**src/rtl/game_engine.sv**
```systemverilog
// -----------------------------------------------------------------------------
// game_engine
//   Ball-and-paddle game controller feeding the video encoder. Physics advance
//   once per video frame (frame_tick). Paddle moves on button levels, the ball
//   bounces off the side/top walls and the paddle, paddle hits score a point,
//   and a ball reaching the bottom edge costs a life. Every output is a flop
//   and changes one clk after the frame_tick cycle that caused it.
//
// Ports
//   clk        : system clock
//   rst        : asynchronous reset, active-low
//   frame_tick : one-cycle pulse per frame; the only cycle in which state moves
//   start      : level, starts/restarts a game from IDLE or OVER
//   btn_left   : level, move paddle left
//   btn_right  : level, move paddle right
//   game_over  : high while state is OVER
//   state      : 00 IDLE, 01 SERVE, 10 PLAY, 11 OVER
//   score      : paddle hits this game, saturating at 63
//   lives      : lives remaining
//   ball_x/y   : ball top-left corner
//   paddle_x   : paddle left column
//   paddle_y   : paddle top row (constant)
// -----------------------------------------------------------------------------
module game_engine #(
  parameter int H_RES        = 640,
  parameter int V_RES        = 480,
  parameter int BALL_SIZE    = 8,
  parameter int PADDLE_W     = 64,
  parameter int PADDLE_Y     = 440,
  parameter int BALL_SPEED   = 2,
  parameter int PADDLE_SPEED = 4,
  parameter int LIVES        = 3,
  parameter int SERVE_FRAMES = 60
) (
  input  logic        clk,
  input  logic        rst,
  input  logic        frame_tick,
  input  logic        start,
  input  logic        btn_left,
  input  logic        btn_right,
  output logic        game_over,
  output logic [1:0]  state,
  output logic [5:0]  score,
  output logic [5:0]  lives,
  output logic [10:0] ball_x,
  output logic [10:0] ball_y,
  output logic [10:0] paddle_x,
  output logic [10:0] paddle_y
);

  typedef enum logic [1:0] {
    IDLE  = 2'b00,
    SERVE = 2'b01,
    PLAY  = 2'b10,
    OVER  = 2'b11
  } state_t;

  localparam logic [10:0] BALL_CX    = 11'((H_RES - BALL_SIZE) / 2);
  localparam logic [10:0] BALL_CY    = 11'((V_RES - BALL_SIZE) / 2);
  localparam logic [10:0] PAD_INIT   = 11'((H_RES - PADDLE_W) / 2);
  localparam logic [10:0] PAD_MAX    = 11'(H_RES - PADDLE_W);
  localparam logic [10:0] PAD_STEP   = 11'(PADDLE_SPEED);
  localparam logic [10:0] HIT_Y      = 11'(PADDLE_Y - BALL_SIZE);
  localparam logic [5:0]  LIVES_INIT = 6'(LIVES);
  localparam logic [5:0]  SCORE_MAX  = 6'd63;

  // Ball arithmetic is done 12-bit signed so a step past column/row 0 shows
  // up as a negative value instead of wrapping to a large positive one.
  localparam logic signed [11:0] X_MAX  = 12'(H_RES - BALL_SIZE);
  localparam logic signed [11:0] S_BSZ  = 12'(BALL_SIZE);
  localparam logic signed [11:0] S_STEP = 12'(BALL_SPEED);
  localparam logic signed [11:0] S_PTOP = 12'(PADDLE_Y);
  localparam logic signed [11:0] S_PW   = 12'(PADDLE_W);
  localparam logic signed [11:0] S_VRES = 12'(V_RES);

  localparam int               CNT_W    = $clog2(SERVE_FRAMES + 1);
  localparam logic [CNT_W-1:0] CNT_LAST = CNT_W'(SERVE_FRAMES - 1);

  state_t            state_q, state_d;
  logic [5:0]        score_q, score_d;
  logic [5:0]        lives_q, lives_d;
  logic [10:0]       ball_x_q, ball_x_d;
  logic [10:0]       ball_y_q, ball_y_d;
  logic [10:0]       paddle_x_q, paddle_x_d;
  logic              dx_q, dx_d;             // 1 = moving right
  logic              dy_q, dy_d;             // 1 = moving down
  logic [CNT_W-1:0]  cnt_q, cnt_d;
  logic              game_over_q;

  logic [10:0]        pad_next;
  logic signed [11:0] bx_s, by_s, px_s, nx, ny;
  logic               hit, miss;

  // Paddle position after this frame's button input; used both as the
  // registered update and as the paddle the ball is tested against.
  // NOTE: combinational blocks use blocking '=' and assign every output a
  // default first, so no path can leave a value unassigned and infer a latch.
  always_comb begin
    pad_next = paddle_x_q;
    if (btn_left && !btn_right) begin
      pad_next = (paddle_x_q < PAD_STEP) ? '0 : paddle_x_q - PAD_STEP;
    end else if (btn_right && !btn_left) begin
      pad_next = (paddle_x_q > PAD_MAX - PAD_STEP) ? PAD_MAX : paddle_x_q + PAD_STEP;
    end
  end

  assign bx_s = signed'({1'b0, ball_x_q});
  assign by_s = signed'({1'b0, ball_y_q});
  assign px_s = signed'({1'b0, pad_next});
  assign nx   = dx_q ? (bx_s + S_STEP) : (bx_s - S_STEP);
  assign ny   = dy_q ? (by_s + S_STEP) : (by_s - S_STEP);

  // Paddle hit: falling ball whose bottom edge crosses the paddle top this
  // frame while horizontally overlapping the already-moved paddle.
  assign hit  = dy_q
             && (by_s + S_BSZ <= S_PTOP)
             && (ny + S_BSZ > S_PTOP)
             && (bx_s + S_BSZ > px_s)
             && (bx_s < px_s + S_PW);
  assign miss = !hit && (ny + S_BSZ >= S_VRES);

  always_comb begin
    state_d    = state_q;
    score_d    = score_q;
    lives_d    = lives_q;
    ball_x_d   = ball_x_q;
    ball_y_d   = ball_y_q;
    paddle_x_d = paddle_x_q;
    dx_d       = dx_q;
    dy_d       = dy_q;
    cnt_d      = cnt_q;

    if (frame_tick) begin
      case (state_q)
        IDLE, OVER: begin
          if (start) begin
            state_d  = SERVE;
            score_d  = '0;
            lives_d  = LIVES_INIT;
            ball_x_d = BALL_CX;
            ball_y_d = BALL_CY;
            cnt_d    = '0;
          end
        end

        SERVE: begin
          paddle_x_d = pad_next;
          ball_x_d   = BALL_CX;
          ball_y_d   = BALL_CY;
          if (cnt_q == CNT_LAST) begin
            state_d = PLAY;
            cnt_d   = '0;
            dx_d    = 1'b1;
            dy_d    = 1'b0;
          end else begin
            cnt_d = cnt_q + CNT_W'(1);
          end
        end

        PLAY: begin
          paddle_x_d = pad_next;

          if (nx <= 12'sd0) begin
            ball_x_d = '0;
            dx_d     = 1'b1;
          end else if (nx >= X_MAX) begin
            ball_x_d = X_MAX[10:0];
            dx_d     = 1'b0;
          end else begin
            ball_x_d = nx[10:0];
          end

          if (hit) begin
            ball_y_d = HIT_Y;
            dy_d     = 1'b0;
            if (score_q != SCORE_MAX) score_d = score_q + 6'd1;
          end else if (ny <= 12'sd0) begin
            ball_y_d = '0;
            dy_d     = 1'b1;
          end else begin
            ball_y_d = ny[10:0];
          end

          // A miss overrides the motion above: the ball either freezes where
          // it was (last life) or goes back to the centre for a new serve.
          if (miss) begin
            ball_x_d = ball_x_q;
            ball_y_d = ball_y_q;
            dx_d     = dx_q;
            dy_d     = dy_q;
            if (lives_q != '0) lives_d = lives_q - 6'd1;
            if (lives_q <= 6'd1) begin
              state_d = OVER;
            end else begin
              state_d  = SERVE;
              ball_x_d = BALL_CX;
              ball_y_d = BALL_CY;
              cnt_d    = '0;
            end
          end
        end

        default: state_d = IDLE;
      endcase
    end
  end

  // NOTE: all state flops use non-blocking '<=' and reset asynchronously on
  // rst low; release is seen on the next clk edge.
  always_ff @(posedge clk or negedge rst) begin
    if (!rst) begin
      state_q     <= IDLE;
      score_q     <= '0;
      lives_q     <= LIVES_INIT;
      ball_x_q    <= BALL_CX;
      ball_y_q    <= BALL_CY;
      paddle_x_q  <= PAD_INIT;
      dx_q        <= 1'b1;
      dy_q        <= 1'b0;
      cnt_q       <= '0;
      game_over_q <= 1'b0;
    end else begin
      state_q     <= state_d;
      score_q     <= score_d;
      lives_q     <= lives_d;
      ball_x_q    <= ball_x_d;
      ball_y_q    <= ball_y_d;
      paddle_x_q  <= paddle_x_d;
      dx_q        <= dx_d;
      dy_q        <= dy_d;
      cnt_q       <= cnt_d;
      game_over_q <= (state_d == OVER);
    end
  end

  assign game_over = game_over_q;
  assign state     = state_q;
  assign score     = score_q;
  assign lives     = lives_q;
  assign ball_x    = ball_x_q;
  assign ball_y    = ball_y_q;
  assign paddle_x  = paddle_x_q;
  assign paddle_y  = 11'(PADDLE_Y);

endmodule
```
**config.mk**
```make
export PLATFORM = sky130hd
export DESIGN_NAME = game_engine
export DESIGN_NICKNAME = d
export VERILOG_FILES = /design/src/rtl/game_engine.sv
export SDC_FILE = /design/constraint.sdc
export NUM_CORES = 1
export LEC_CHECK = 0
export ABC_AREA = 1
export CORE_MARGIN = 3
export CORE_UTILIZATION = 58
export CTS_CLUSTER_SIZE = 25
export DETAILED_ROUTE_END_ITERATION = 10
export GPL_TIMING_DRIVEN = 0
export PLACE_DENSITY = 0.79
export SKIP_LAST_GASP = 1
export SYNTH_ARGS = -nofsm -noshare
export SYNTH_HDL_FRONTEND = slang
export SYNTH_SLANG_ARGS = --single-unit
```
**constraint.sdc**
```tcl
create_clock -name clk -period 4.9 [get_ports clk]
set_clock_uncertainty 0.15 [all_clocks]
set_input_delay 0.735 -clock clk [delete_from_list [all_inputs] [get_ports clk]]
set_output_delay 0.735 -clock clk [all_outputs]
set_load 0.1 [all_outputs]
```
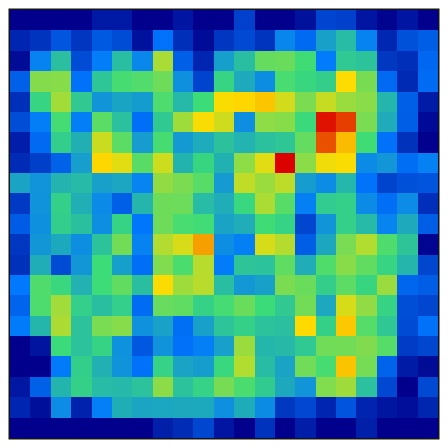
*Signal metal coverage by tile, run 1*
The die is cut into 21 by 21 equal tiles; dark blue is low, red is high, scaled to the fullest tile. Values are wire area over tile area, all layers added.
densest ninth of the die: centre
mean over tiles: 0.21
nearly empty tiles: 7.3%
post-DR wirelength/cell: 14.44 microns
Routed WL: 14410 microns
Global Route Usage Sum: 0.2808
total number of vias: 5495

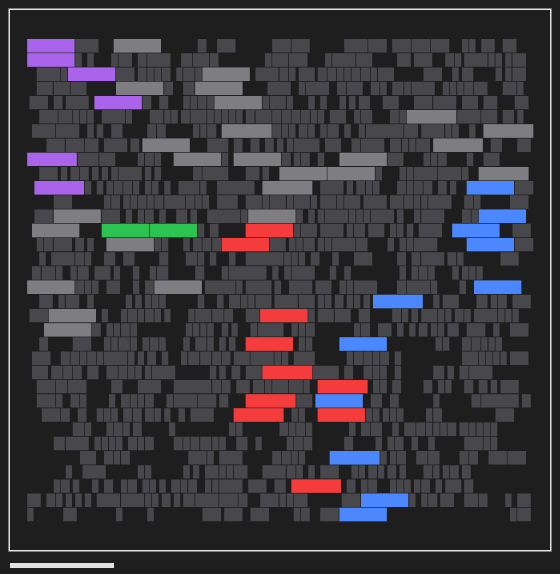
*Where the registers sit, run 1*
Bar = 20 microns. Other sequential cells in the stronger grey, the rest of the logic in the fainter grey.
legend:
  purple:
    name_in_the_netlist: lives
    sequential_cells: 6
    where: upper left
  red:
    name_in_the_netlist: ball_y
    sequential_cells: 10
  green:
    name_in_the_netlist: state
    sequential_cells: 2
  blue:
    name_in_the_netlist: paddle_x
    sequential_cells: 11
not coloured: 25

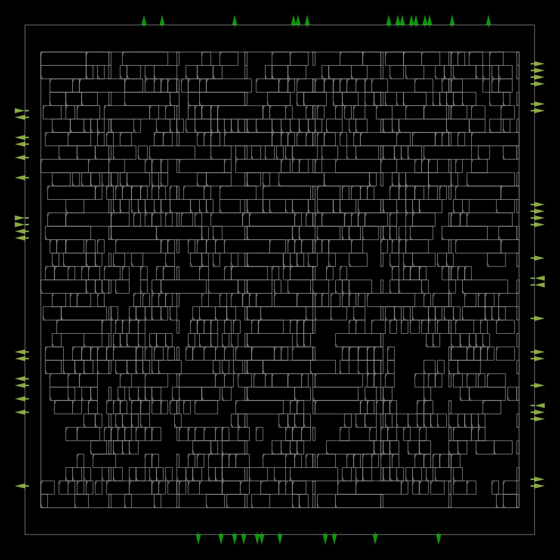
*Cell outlines without signal wires, run 1*
FILL cells: 764
post-route insts no fill: 998
# rows: 34

==> run 1: power groups by stage <==
stage	Sequential, mW	Combinational [mW]	Clock (mW)
2_1_floorplan	1.01	1.22	0
3_3_place_gp	0.652	1.96	0
3_5_place_dp	0.658	2.02	0
4_1_cts	0.649	2.04	0.276
5_1_grt	0.665	2.26	0.299
6_report	0.651	2.05	0.276
==> run 1: worst min-delay path by stage <==
| stage | cells after the start | to | slack, ns |
|---|---|---|---|
| after global placement | 2 | cnt_q[4] | 0.37 |
| final | 1 | paddle_x[0] | 0.28 |
| after detailed placement | 2 | cnt_q[4] | 0.38 |
| after CTS | 1 | cnt_q[2] | 0.29 |
| after floorplan | 0 | ball_x[10] | 0.29 |
| after global routing | 1 | paddle_x[0] | 0.32 |
==> impl_metrics.ini, run 1 <==
; physical design summary
[outcome]
status = finished, final reports clean

[synth]
ys_sh_aoi = 0.1466
synth_seq_share = 0.2489
async_flop_share = 1.000
yosys.cell_count.top_type = nand2_1
yosysTopAreaCell = dfrtp_1
syn_inst = 801
ys_cells = 801
xor_share = 0.04296
avgSynthCellArea_sq_um = 6.871
ff_type = dfrtp_1

[placement]
portBuffers = 51
gp_congestion = 0.9067
place_ws_ns = 0.05298

[timing]
timing_hold_violations_final = 0
setup_viol = 0
fin_ws_ns = 0.4881
worst_slew_pin_slew_ns = 0.9929
slew_viol_final = 0
post-route-min-period_ns = 4.412
max_freq_ghz = 0.2267
relSlewSlack = 0.3360

[finish]
final_cell_area_sq_um = 6327
final_layout_size_suffix_gt1_frac = 0.1181
synthToLayoutAreaGrowth_pct = 14.96
comb_area_sq_um = 3616
comb_area_frac = 0.5715
largest_reg_flops = 11
regArea_sq_um = 1370
buf_share = 0.1042
comb_cells = 625
final_util = 0.7049
inverters = 114
n_all_buffers = 71

[power_and_ir_drop]
switching_power_mw = 1.742
ir_worst_vdd_v = 0.0003131
p_leak_nw = 3.149
pwr-share-clk = 0.093
p_total_mw = 2.978
sw_frac_of_total = 0.5848

[critical_path]
critPathCapture = dy_q
cp_num_buf_inv = 5
r2r_setup_slack_ns = 0.82
cp.arrival_ns = 4.51
cp_slowest_cell = clkdlybuf4s50_1
reg2regPathDepth = 28
cp-end-kind = register
setup.worst_path.class = in2reg
cp_slowest_stage_delay_ns = 0.50

[grt]
grt_pass1_vias = 5324
use_met3 = 0.03353

[die]
fp_util = 0.6132
io_pins = 65
taps = 126

[job]
maxCapViolCount = 0

[clock_network]
htreeDepth = 2
cts.sinks = 54

[drt]
ant_nets = 0
highest-signal-layer = met4
drtIter0Drc = 256
met1_length_microns = 6404
drt_first_pass_iters = 5
wl_met3_microns = 649

[min_path]
hold_class = in2async
### Drive-strength map, run 1

Bar = 20 microns.
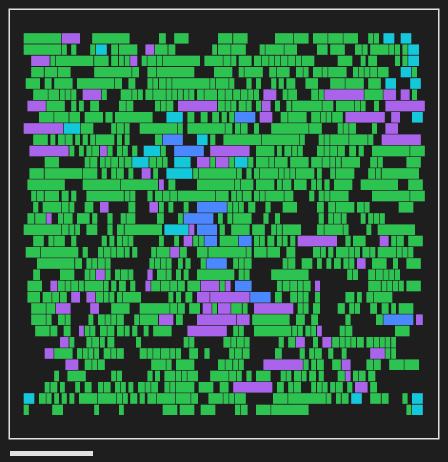

==> run 1 -> run 2 <==
- CTS_CLUSTER_SIZE: 25 -> 24
- SLEW_MARGIN: unset -> 20
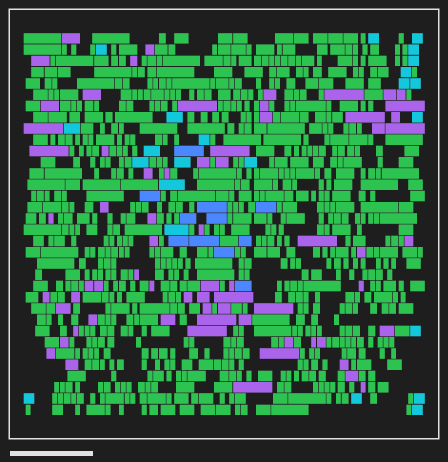
*Drive-strength map, run 2*
Bar = 20 microns.
legend:
  green:
    size: drive 1 or less
    cells: 769
    share: 88%
  cyan:
    size: drive 3 to 4
    cells: 23
    share: 2.6%
  blue:
    size: drive 6 and up
    cells: 11
    share: 1.3%
  purple:
    size: drive 2
    cells: 68
    share: 7.8%
final worst setup slack: 0.5005 ns
Design Area, Final: 6312 sq um

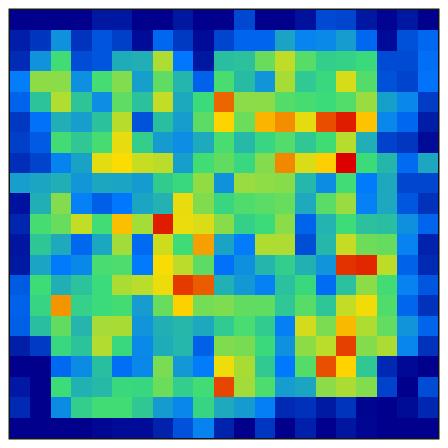
*Signal metal coverage by tile, run 2*
The die is cut into 21 by 21 equal tiles; dark blue is low, red is high, scaled to the fullest tile. Values are wire area over tile area, all layers added.
mean over tiles: 0.21
densest ninth of the die: centre
tiles over half the peak: 33%

==> run 2 against run 1 <==
Hold slack improved by 0.021 ns. Flip-flop count stayed put. Synthesized area stayed put. Critical path type unchanged. Largest cell class unchanged. Total power up 0.15%. Highest routed layer unchanged.
==> impl_metrics.ini, run 2 <==
; physical design summary
[outcome]
status = finished, final reports clean

[timing]
timing_hold_violations_final = 0
worst_slew_pin_slew_ns = 0.9910
relSlewSlack = 0.3373
setup_viol = 0
finalCritPeriodShare = 0.8979
slew_viol_final = 0
post-route-min-period_ns = 4.399

[synth]
area_leaders = dfrtp_1 18%, nand2_1 13%, ha_1 11%
ys_sh_simple = 0.3369
syn_inst = 801
synth_seq_share = 0.2489
yosysTopAreaCell = dfrtp_1
ff_type = dfrtp_1
ys_sh_aoi = 0.1466
yosys.cell_count.top_type = nand2_1
async_flop_share = 1.000
xor_share = 0.04296
avgSynthCellArea_sq_um = 6.871
ys_cells = 801

[power_and_ir_drop]
p_total_mw = 2.982
pg_clk_uw = 276
top_power_group = combinational cells
powerSeq_uw = 651
intPower_mw = 1.237
p_leak_nw = 3.142
sw_frac_of_total = 0.5852
powerComb_mw = 2.06
power_per_cell_area_nw_per_um2 = 472.4
ir_worst_vdd_v = 0.0003099
pwr-share-clk = 0.093
switching_power_mw = 1.745

[clock_network]
cts.sinks = 54
htreeDepth = 2

[critical_path]
cp.arrival_ns = 4.49
setup.worst_path.class = in2reg
reg2reg_from = paddle_x[3]
cp_num_buf_inv = 5
cp-end-kind = register
cp_slowest_cell = clkdlybuf4s50_1

[min_path]
hold_class = in2async

[grt]
use_met3 = 0.03689
top_usage_layer = met2
track_usage = 0.2753
grt_pass1_vias = 5276

[die]
core.rowCount = 34
fp_util = 0.6132
io_pins = 65

[drt]
met1_length_microns = 6171
drt_first_pass_iters = 5
vias = 5463
ant_nets = 0
highest-signal-layer = met4
wl_met3_microns = 730
wl_microns = 14290
drt-wirelength-per-cell_microns = 14.34
drtIter0Drc = 275

[finish]
final_layout_size_suffix_gt1_frac = 0.1171
final_util = 0.7032
lay_top_cells = 195 x nand2_1, 102 x inv_1, 68 x nor2_1, 68 x nand3_1
largest_reg_flops = 11
synthToLayoutAreaGrowth_pct = 14.69

[placement]
dp.cells = 989
place_ws_ns = 0.05323
gp_congestion = 0.9067

[job]
maxCapViolCount = 0
## run 2: cell counts after synthesis
No cell type changed its count.
## run 2: final timing paths
path,to,slack (ns),cells after the start
min reg2reg,paddle_x[1],0.41,2
max reg2reg,dy_q,0.82,28
min,paddle_x[9],0.31,1
max,dy_q,0.50,28
min in group clk,paddle_x[1],0.41,2
max in group asynchronous,score[3],3.84,1
## run 2: area by class of cell
cell class | instances | area, sq um
clock buffer | 5 | 68.82
inverter | 114 | 429.2
tap | 126 | 157.7
fill | 769 | 2664
timing repair buffer | 51 | 508.0
clock inverter | 3 | 28.78
sequential | 54 | 1370
multi-input combinational | 625 | 3616
buffer | 19 | 133.9
## run 2: repair_timing
| item | CTS | global route |
|---|---|---|
| gates resized | 0 | 1 |
| setup endpoints to repair | 0 | 4 |
| endpoints found under the hold margin | 0 | 0 |
### Routed clock nets over the placement, run 2

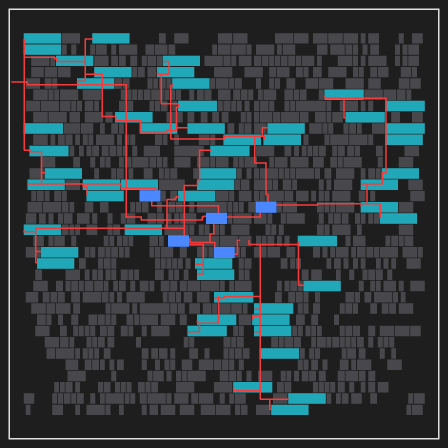

==> run 2 -> run 3 <==
- PLACE_DENSITY: 0.79 -> unset
- PLACE_DENSITY_LB_ADDON: unset -> 0.25
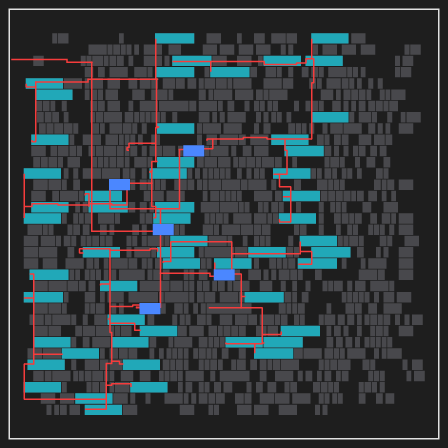
*Routed clock nets over the placement, run 3*
legend:
  red:
    item: clock wires
    length: 731 microns
  blue:
    item: cells driving clock nets
    count: 5
  cyan:
    item: flip-flops
    count: 54
flops lie: spread over the die

==> run 3 against run 2 <==
Setup slack improved by 0.028 ns. Non-clock buffer count unchanged. Flip-flop count is the same. Via count grew 0.93%. Final cell count unchanged. Fmax is 0.64% higher. Total power up 0.34%. First-iteration DRC count grew 14%. Sequential share of layout area decreased by 0.060 points. Clock power is 12% higher. Count of clock-buffer cells in the layout increased by 1.
==> impl_metrics.ini, run 3 <==
; physical design summary
[synth]
yosys.cell_count.top_type = nand2_1
ff_type = dfrtp_1
async_flop_share = 1.000
area_leaders = dfrtp_1 18%, nand2_1 13%, ha_1 11%
ys_cells = 801
synth_seq_share = 0.2489
yosysTopAreaCell = dfrtp_1
syn_inst = 801
ys_sh_simple = 0.3369
xor_share = 0.04296

[timing]
timing_hold_violations_final = 0
fin_ws_ns = 0.5286
relSlewSlack = 0.3415
setup_viol = 0
finalCritPeriodShare = 0.8921
post-route-min-period_ns = 4.371
slew_viol_final = 0
worst_slew_pin_slew_ns = 0.9847

[drt]
drt-wirelength-per-cell_microns = 13.83
vias = 5514
wl_met3_microns = 783
ant_nets = 0
highest-signal-layer = met4
drt_first_pass_iters = 5
wl_microns = 13790
drtIter0Drc = 314

[power_and_ir_drop]
powerComb_mw = 2.04
intPower_mw = 1.286
p_leak_nw = 3.144
sw_frac_of_total = 0.5704
pg_clk_uw = 310
pwr-share-clk = 0.104
power_per_cell_area_nw_per_um2 = 472.7
switching_power_mw = 1.707
ir_worst_vdd_v = 0.0003499
powerSeq_uw = 644
p_total_mw = 2.992

[finish]
flops = 54
comb_cells = 625
largest_reg_flops = 11
final_cell_area_sq_um = 6330
n_all_buffers = 70
clk_share = 0.01739
lay_top_cells = 195 x nand2_1, 102 x inv_1, 68 x nor2_1, 68 x nand3_1
buf_share = 0.1014
n_clock_buffer = 6
fillers = 788
comb_area_sq_um = 3621
inverters = 114
final_util = 0.7052
top_area_cell_class = logic gates
synthToLayoutAreaGrowth_pct = 15.00
seq_share = 0.2164
regArea_sq_um = 1370

[outcome]
status = finished, final reports clean

[grt]
grt_pass1_wl_microns = 23980
use_met3 = 0.02817
track_usage = 0.2753
top_usage_layer = met2

[placement]
gp_congestion = 0.9110
dp.cells = 989
portBuffers = 51

[die]
fp_util = 0.6132
core.rowCount = 34
io_pins = 65

[clock_network]
htreeDepth = 2
cts.sinks = 54

[critical_path]
cp_slowest_cell = clkdlybuf4s50_1
cp-end-kind = register
cp.arrival_ns = 4.44
setup.worst_path.class = in2reg
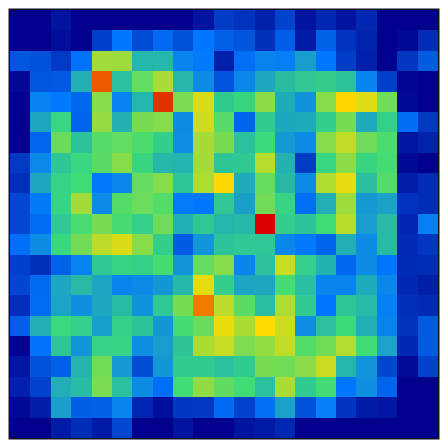
*Signal metal coverage by tile, run 3*
The die is cut into 21 by 21 equal tiles; dark blue is low, red is high, scaled to the fullest tile. Values are wire area over tile area, all layers added.
tiles over half the peak: 23%
densest ninth of the die: centre
fullest tile: 0.63

[run 3: critical path, delay by kind of cell]
family | cells | cell delay [ns]
AND/OR/NAND/NOR | 14 | 1.53
buffers and inverters | 5 | 0.87
AND-OR/OR-AND | 4 | 0.68
adder cells (fa/ha/maj) | 2 | 0.44
XOR/XNOR | 1 | 0.17
[run 3: final timing paths]
kind                       depth (start not counted)  slack [ns]        start           to
setup / recovery                                  26        0.53    btn_right     score[4]
hold / removal                                     1        0.29          rst     cnt_q[0]
setup reg to reg                                  26        0.88  paddle_x[2]     score[4]
hold reg to reg                                    1        0.39     score[4]     score[4]
max in group asynchronous                          1        3.81          rst  paddle_x[4]
min in group clk                                   1        0.39     score[4]     score[4]
[run 3: repair_timing]
action	CTS	global route
buffers inserted	0	0
resized	0	2
setup endpoints to repair	0	40
Power figures rest on the tool's default switching activity, not on a simulated workload.
